==> src/rtl/spi_exe_unit_gen.sv <==
// SPI-attached execution unit: shifts in an operand/opcode frame, executes it, and
// returns {argA, argB, oper, result, flags} during the next selected frame.
module spi_exe_unit_gen #(
    parameter int unsigned N       = 4,
    parameter int unsigned M       = 4,
    parameter int unsigned CS_W    = 3,
    parameter int unsigned CS_ADDR = 3,
    parameter int unsigned TIMEOUT = 64
) (
    input  logic            i_clk_p,
    input  logic            i_rst_n,
    input  logic            i_sclk,
    input  logic            i_mosi,
    input  logic [CS_W-1:0] i_cs,
    output logic            o_miso,
    output logic            o_done,
    output logic            o_err
);

    localparam int unsigned F  = 3 * N + M + 4;
    // Only the argA/argB/oper part of the frame is kept; trailing bits are don't-care.
    localparam int unsigned IW = 2 * N + M;
    localparam int unsigned CW = $clog2(F + 1);
    localparam int unsigned TW = $clog2(TIMEOUT + 1);

    typedef enum logic [1:0] {StIdle, StShift, StExec, StLoad} state_e;

    // Synchroniser and edge-detect flops
    logic            sclk_s1_q, sclk_s2_q, sclk_s3_q;
    logic            mosi_s1_q, mosi_s2_q;
    logic [CS_W-1:0] cs_s1_q, cs_s2_q;

    logic sclk_rise, sclk_fall, sel;

    // Control state
    state_e          state_q, state_d;
    logic [CW-1:0]   bit_cnt_q, bit_cnt_d;
    logic [TW-1:0]   idle_cnt_q, idle_cnt_d;
    logic            wait_desel_q, wait_desel_d;
    logic [IW-1:0]   in_sr_q, in_sr_d;
    logic [F-1:0]    out_sr_q, out_sr_d;
    logic            done_q, err_q;
    logic            abort_c, latch_c, load_c;

    // Executed operands and results; together they form the output register image
    logic [N-1:0]    arg_a_q, arg_b_q, result_q;
    logic [M-1:0]    oper_q;
    logic [3:0]      flags_q;

    logic [N-1:0]    alu_res;
    logic            alu_bf;
    logic [3:0]      alu_flags;
    logic [N:0]      sum_w, diff_w;

    // Two-flop synchronisers plus one extra SCLK stage for edge detection
    always_ff @(posedge i_clk_p) begin
        if (!i_rst_n) begin
            sclk_s1_q <= 1'b0;
            sclk_s2_q <= 1'b0;
            sclk_s3_q <= 1'b0;
            mosi_s1_q <= 1'b0;
            mosi_s2_q <= 1'b0;
            cs_s1_q   <= '0;
            cs_s2_q   <= '0;
        end else begin
            sclk_s1_q <= i_sclk;
            sclk_s2_q <= sclk_s1_q;
            sclk_s3_q <= sclk_s2_q;
            mosi_s1_q <= i_mosi;
            mosi_s2_q <= mosi_s1_q;
            cs_s1_q   <= i_cs;
            cs_s2_q   <= cs_s1_q;
        end
    end

    assign sclk_rise = sclk_s2_q & ~sclk_s3_q;
    assign sclk_fall = ~sclk_s2_q & sclk_s3_q;
    assign sel       = (cs_s2_q == CS_W'(CS_ADDR));

    // Next-state logic: frame sequencing, abort detection and shift registers
    always_comb begin
        state_d      = state_q;
        bit_cnt_d    = bit_cnt_q;
        idle_cnt_d   = idle_cnt_q;
        wait_desel_d = wait_desel_q;
        in_sr_d      = in_sr_q;
        out_sr_d     = out_sr_q;
        abort_c      = 1'b0;
        latch_c      = 1'b0;
        load_c       = 1'b0;
        unique case (state_q)
            StIdle: begin
                if (!sel) begin
                    wait_desel_d = 1'b0;
                end else if (!wait_desel_q) begin
                    state_d    = StShift;
                    bit_cnt_d  = '0;
                    idle_cnt_d = '0;
                    in_sr_d    = '0;
                    out_sr_d   = {arg_a_q, arg_b_q, oper_q, result_q, flags_q};
                end
            end
            StShift: begin
                // Last rise wins over a simultaneous deselect
                if (sclk_rise && (bit_cnt_q == CW'(F - 1))) begin
                    bit_cnt_d = CW'(F);
                    state_d   = StExec;
                end else if (!sel) begin
                    abort_c = 1'b1;
                    in_sr_d = '0;
                    state_d = StIdle;
                end else if (!sclk_rise && !sclk_fall && (idle_cnt_q == TW'(TIMEOUT - 1))) begin
                    abort_c      = 1'b1;
                    in_sr_d      = '0;
                    wait_desel_d = 1'b1;
                    state_d      = StIdle;
                end else begin
                    if (sclk_rise) begin
                        if (bit_cnt_q < CW'(IW)) begin
                            in_sr_d = {in_sr_q[IW-2:0], mosi_s2_q};
                        end
                        bit_cnt_d = bit_cnt_q + 1'b1;
                    end
                    if (sclk_fall) begin
                        out_sr_d = {out_sr_q[F-2:0], 1'b0};
                    end
                    idle_cnt_d = (sclk_rise || sclk_fall) ? '0 : idle_cnt_q + 1'b1;
                end
            end
            StExec: begin
                latch_c = 1'b1;
                state_d = StLoad;
            end
            StLoad: begin
                load_c       = 1'b1;
                wait_desel_d = 1'b1;
                state_d      = StIdle;
            end
            default: state_d = StIdle;
        endcase
    end

    // Control and shift-register state
    always_ff @(posedge i_clk_p) begin
        if (!i_rst_n) begin
            state_q      <= StIdle;
            bit_cnt_q    <= '0;
            idle_cnt_q   <= '0;
            wait_desel_q <= 1'b0;
            in_sr_q      <= '0;
            out_sr_q     <= '0;
            done_q       <= 1'b0;
            err_q        <= 1'b0;
        end else begin
            state_q      <= state_d;
            bit_cnt_q    <= bit_cnt_d;
            idle_cnt_q   <= idle_cnt_d;
            wait_desel_q <= wait_desel_d;
            in_sr_q      <= in_sr_d;
            out_sr_q     <= out_sr_d;
            done_q       <= load_c;
            err_q        <= abort_c;
        end
    end

    // Operand latch in EXEC, result/flags capture in LOAD
    always_ff @(posedge i_clk_p) begin
        if (!i_rst_n) begin
            arg_a_q  <= '0;
            arg_b_q  <= '0;
            oper_q   <= '0;
            result_q <= '0;
            flags_q  <= '0;
        end else begin
            if (latch_c) begin
                arg_a_q <= in_sr_q[IW-1 -: N];
                arg_b_q <= in_sr_q[IW-1-N -: N];
                oper_q  <= in_sr_q[M-1:0];
            end
            if (load_c) begin
                result_q <= alu_res;
                flags_q  <= alu_flags;
            end
        end
    end

    // ALU: unsigned, modulo 2^N; BF carries carry/borrow/shifted-out bit
    always_comb begin
        alu_res = '0;
        alu_bf  = 1'b0;
        sum_w   = {1'b0, arg_a_q} + {1'b0, arg_b_q};
        diff_w  = {1'b0, arg_a_q} - {1'b0, arg_b_q};
        if ((oper_q >> 3) == '0) begin
            case (oper_q[2:0])
                3'd0: begin
                    alu_res = sum_w[N-1:0];
                    alu_bf  = sum_w[N];
                end
                3'd1: begin
                    alu_res = diff_w[N-1:0];
                    alu_bf  = diff_w[N];
                end
                3'd2: alu_res = arg_a_q & arg_b_q;
                3'd3: alu_res = arg_a_q | arg_b_q;
                3'd4: alu_res = arg_a_q ^ arg_b_q;
                3'd5: alu_res = ~arg_a_q;
                3'd6: begin
                    alu_res = {arg_a_q[N-2:0], 1'b0};
                    alu_bf  = arg_a_q[N-1];
                end
                3'd7: begin
                    alu_res = {1'b0, arg_a_q[N-1:1]};
                    alu_bf  = arg_a_q[0];
                end
                default: alu_res = '0;
            endcase
        end
    end

    assign alu_flags = {~^alu_res, (alu_res == '0), alu_bf, alu_res[N-1]};

    assign o_miso = (state_q == StShift) && sel ? out_sr_q[F-1] : 1'b0;
    assign o_done = done_q;
    assign o_err  = err_q;

endmodule

==> config.mk <==
export PLATFORM = sky130hd
export DESIGN_NAME = spi_exe_unit_gen
export DESIGN_NICKNAME = d
export VERILOG_FILES = /design/src/rtl/spi_exe_unit_gen.sv
export SDC_FILE = /design/constraint.sdc
export NUM_CORES = 1
export LEC_CHECK = 0
export ABC_AREA = 1
export CAP_MARGIN = 20
export CORE_UTILIZATION = 55
export CTS_CLUSTER_DIAMETER = 50
export CTS_CLUSTER_SIZE = 8
export DETAILED_ROUTE_END_ITERATION = 12
export GPL_TIMING_DRIVEN = 0
export PLACE_DENSITY = 0.78
export SYNTH_ARGS = -nofsm -noshare
export SYNTH_HDL_FRONTEND = slang
export SYNTH_SLANG_ARGS = --single-unit
==> constraint.sdc <==
create_clock -name i_clk_p -period 2.25 [get_ports i_clk_p]
set_input_delay 0.3375 -clock i_clk_p [delete_from_list [all_inputs] [get_ports i_clk_p]]
set_output_delay 0.3375 -clock i_clk_p [all_outputs]
set_load 0.1 [all_outputs]
==> results.py <==
# Auto-generated metrics
metrics = {
    "job": {
        "tool_warnings": 38,
    },
    "layout": {
        "fillCellCount": 688,
        "final_cell_mix": "nand2_1, nor2_1, inv_1",
        "comb_area_sq_mm": 0.002270,
        "comb_area_share_pct": 47.60,
        "nets": 678,
        "area_delta_synth_final_pct": 11.08,
        "logic_gate_count": 442,
    },
    "global_routing": {
        "use_met1_pct": 35.32,
        "met3_usage_pct": 4.125,
        "grt_use_total_pct": 26.14,
    },
    "cts": {
        "cts_tree": "done",
        "cts.sinks": 79,
        "clockRootBuffer": "clkbuf_8",
    },
    "pwr": {
        "power.total_mw": 2.691,
    },
    "synthesis": {
        "synthFlopType": "dfxtp_1",
        "ys_cells": 627,
        "common_cells": "nand2_1, nor2_1, dfxtp_1, inv_1, o21ai_0",
        "mux_area_share_pct": 0,
        "area_leaders": "dfxtp_1, nand2_1, nor2_1",
        "ys_async_sr_fraction_pct": 0,
        "synth_flops": 79,
        "yosysUniqueCellTypes": 37,
        "edf_count": 0,
        "syn_area_per_cell_sq_um": 6.847,
        "aoi_share_pct": 13.90,
        "fa_ha_area_share_pct": 7.053,
        "fp_nets": 657,
        "synth.largest_area_cell": "dfxtp_1",
    },
    "timing": {
        "fin_crit_ns": 2.147,
        "setup_viol": 0,
        "tightest_slew_ns": 0.9614,
        "fin_crit_sh_pct": 95.41,
        "fmax_mhz": 465.8,
        "setup_slack_ns": 0.1033,
        "grt_setup_unrepaired": "yes",
    },
    "critical_path": {
        "cp_max_fo": 6,
        "critPathSlowestCell": "dfxtp_2",
        "endpoint_kind": "flop",
        "r2r_start": "arg_a_q[2]$_SDFFE_PN0P_",
        "worst-path-buf-inv": 2,
    },
    "place": {
        "dp_hpwl_um": 7294,
    },
    "outcome": {
        "status": "completed",
    },
    "drt": {
        "top_layer": "met4",
        "wl_per_cell_um": 13.35,
        "routed_wl_um": 10040,
        "dr.pass1.iters": 5,
        "drt_iter0_markers": 327,
        "vias_per_cell": 5.310,
        "wl_met2_um": 4589,
    },
    "min_path": {
        "hold_depth": 2,
    },
    "die": {
        "fp-utilization_pct": 57.95,
        "chipArea_sq_mm": 0.008162,
        "tap_cells": 99,
    },
}
-- worst max-delay path by stage --
stage / startpoint / endpoint / slack [ns] / cells after the start
finish: arg_a_q[2]$_SDFFE_PN0P_ / flags_q[3]$_SDFFE_PN0P_ / 0.10 / 12
global route: arg_a_q[0]$_SDFFE_PN0P_ / flags_q[3]$_SDFFE_PN0P_ / -0.05 / 15
CTS: arg_a_q[0]$_SDFFE_PN0P_ / flags_q[3]$_SDFFE_PN0P_ / 0.02 / 10
detailed placement: state_q[0]$_SDFFE_PN0P_ / o_miso / -0.60 / 7
global placement: state_q[0]$_SDFFE_PN0P_ / o_miso / -0.58 / 7
floorplan: state_q[0]$_SDFFE_PN0P_ / o_miso / 0.07 / 6
-- timing repair --
action	in CTS	in global routing
buffers inserted	2	0
pin swaps	1	1
setup endpoints to repair	2	2
cloned	0	0
resized	14	8
-- report_power, final --
group          switching (mW)  total (mW)  leakage, nW  internal [mW]
clock network           0.580        1.12        0.104          0.535
registers              0.0141        1.44        0.643           1.42
logic                  0.0868       0.139         1.33         0.0519
-- sequential cells by signal, indices dropped and copies added, names as in the netlist, 3 cells and up, named ones only --
| signal | count |
|---|---|
| out_sr_q | 20 |
| result_q | 3 |
| cs_s1_q | 3 |
| in_sr_q | 12 |
| cs_s2_q | 3 |
| oper_q | 4 |
| arg_a_q | 4 |
| bit_cnt_q | 5 |
| arg_b_q | 4 |
| flags_q | 4 |
| idle_cnt_q | 7 |
-- per-stage QoR --
stage,setup TNS (ns),utilization (%),instances,cell area (sq um)
6_report,0,64.36,752,4768
5_1_grt,-0.05018,64.36,752,4768
4_1_cts,0,64.11,753,4750
3_5_place_dp,-0.7385,60.87,735,4509
3_3_place_gp,-0.7080,60.87,735,4509
2_1_floorplan,0,-,627,4295
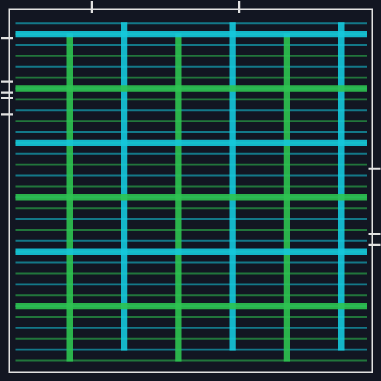
**Above:** power grid.
Drawn at 4 px/um. Pins as bars on the die edge.
legend:
  cyan:
    net: VDD
  green:
    net: VSS
met4 straps: 6
rows: 31
signal pins: 10
met1 rails: 32
met5 straps: 6
maximum VDD drop: 0.3703 mV
die y size: 90.35 um
core box area: 0.007408 sq mm

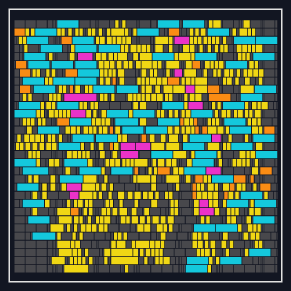
**Above:** cells colored by class.
Drawn at 3 px/um. Fill, decap, tap and diode cells in gray.
legend:
  magenta:
    class: clock drivers and dummy loads
    cells: 16
  yellow:
    class: combinational and other logic
    cells: 524
  cyan:
    class: sequential cells
    cells: 79
  orange:
    class: remaining buffers and delay cells
    cells: 34
Final Instance Area: 0.004768 sq mm
post-layout util: 64.36%
flop share of the area: 33.35%

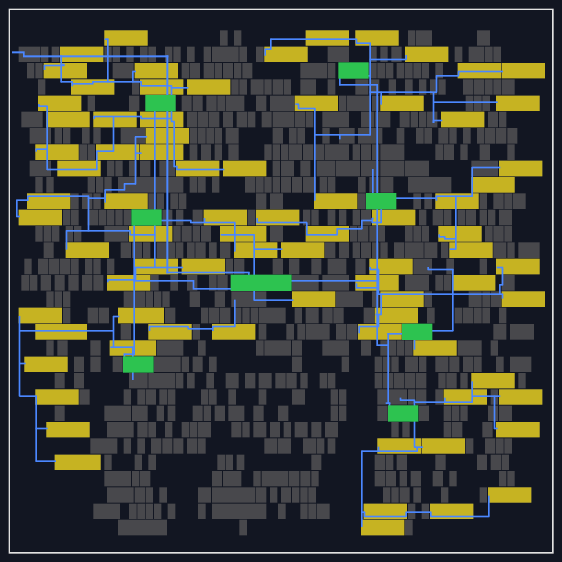
**Above:** routed clock nets over the placement.
Drawn at 6 px/um.
legend:
  blue:
    item: clock wires
    length: 929 um
  green:
    item: clock drivers
    count: 9
  yellow:
    item: flip-flops
    count: 79
flops lie: all over the die
Late-Pin Clk Latency: 0.36 ns
Clock Skews: 0.01597 ns

Power and IR drop assume default switching activity.
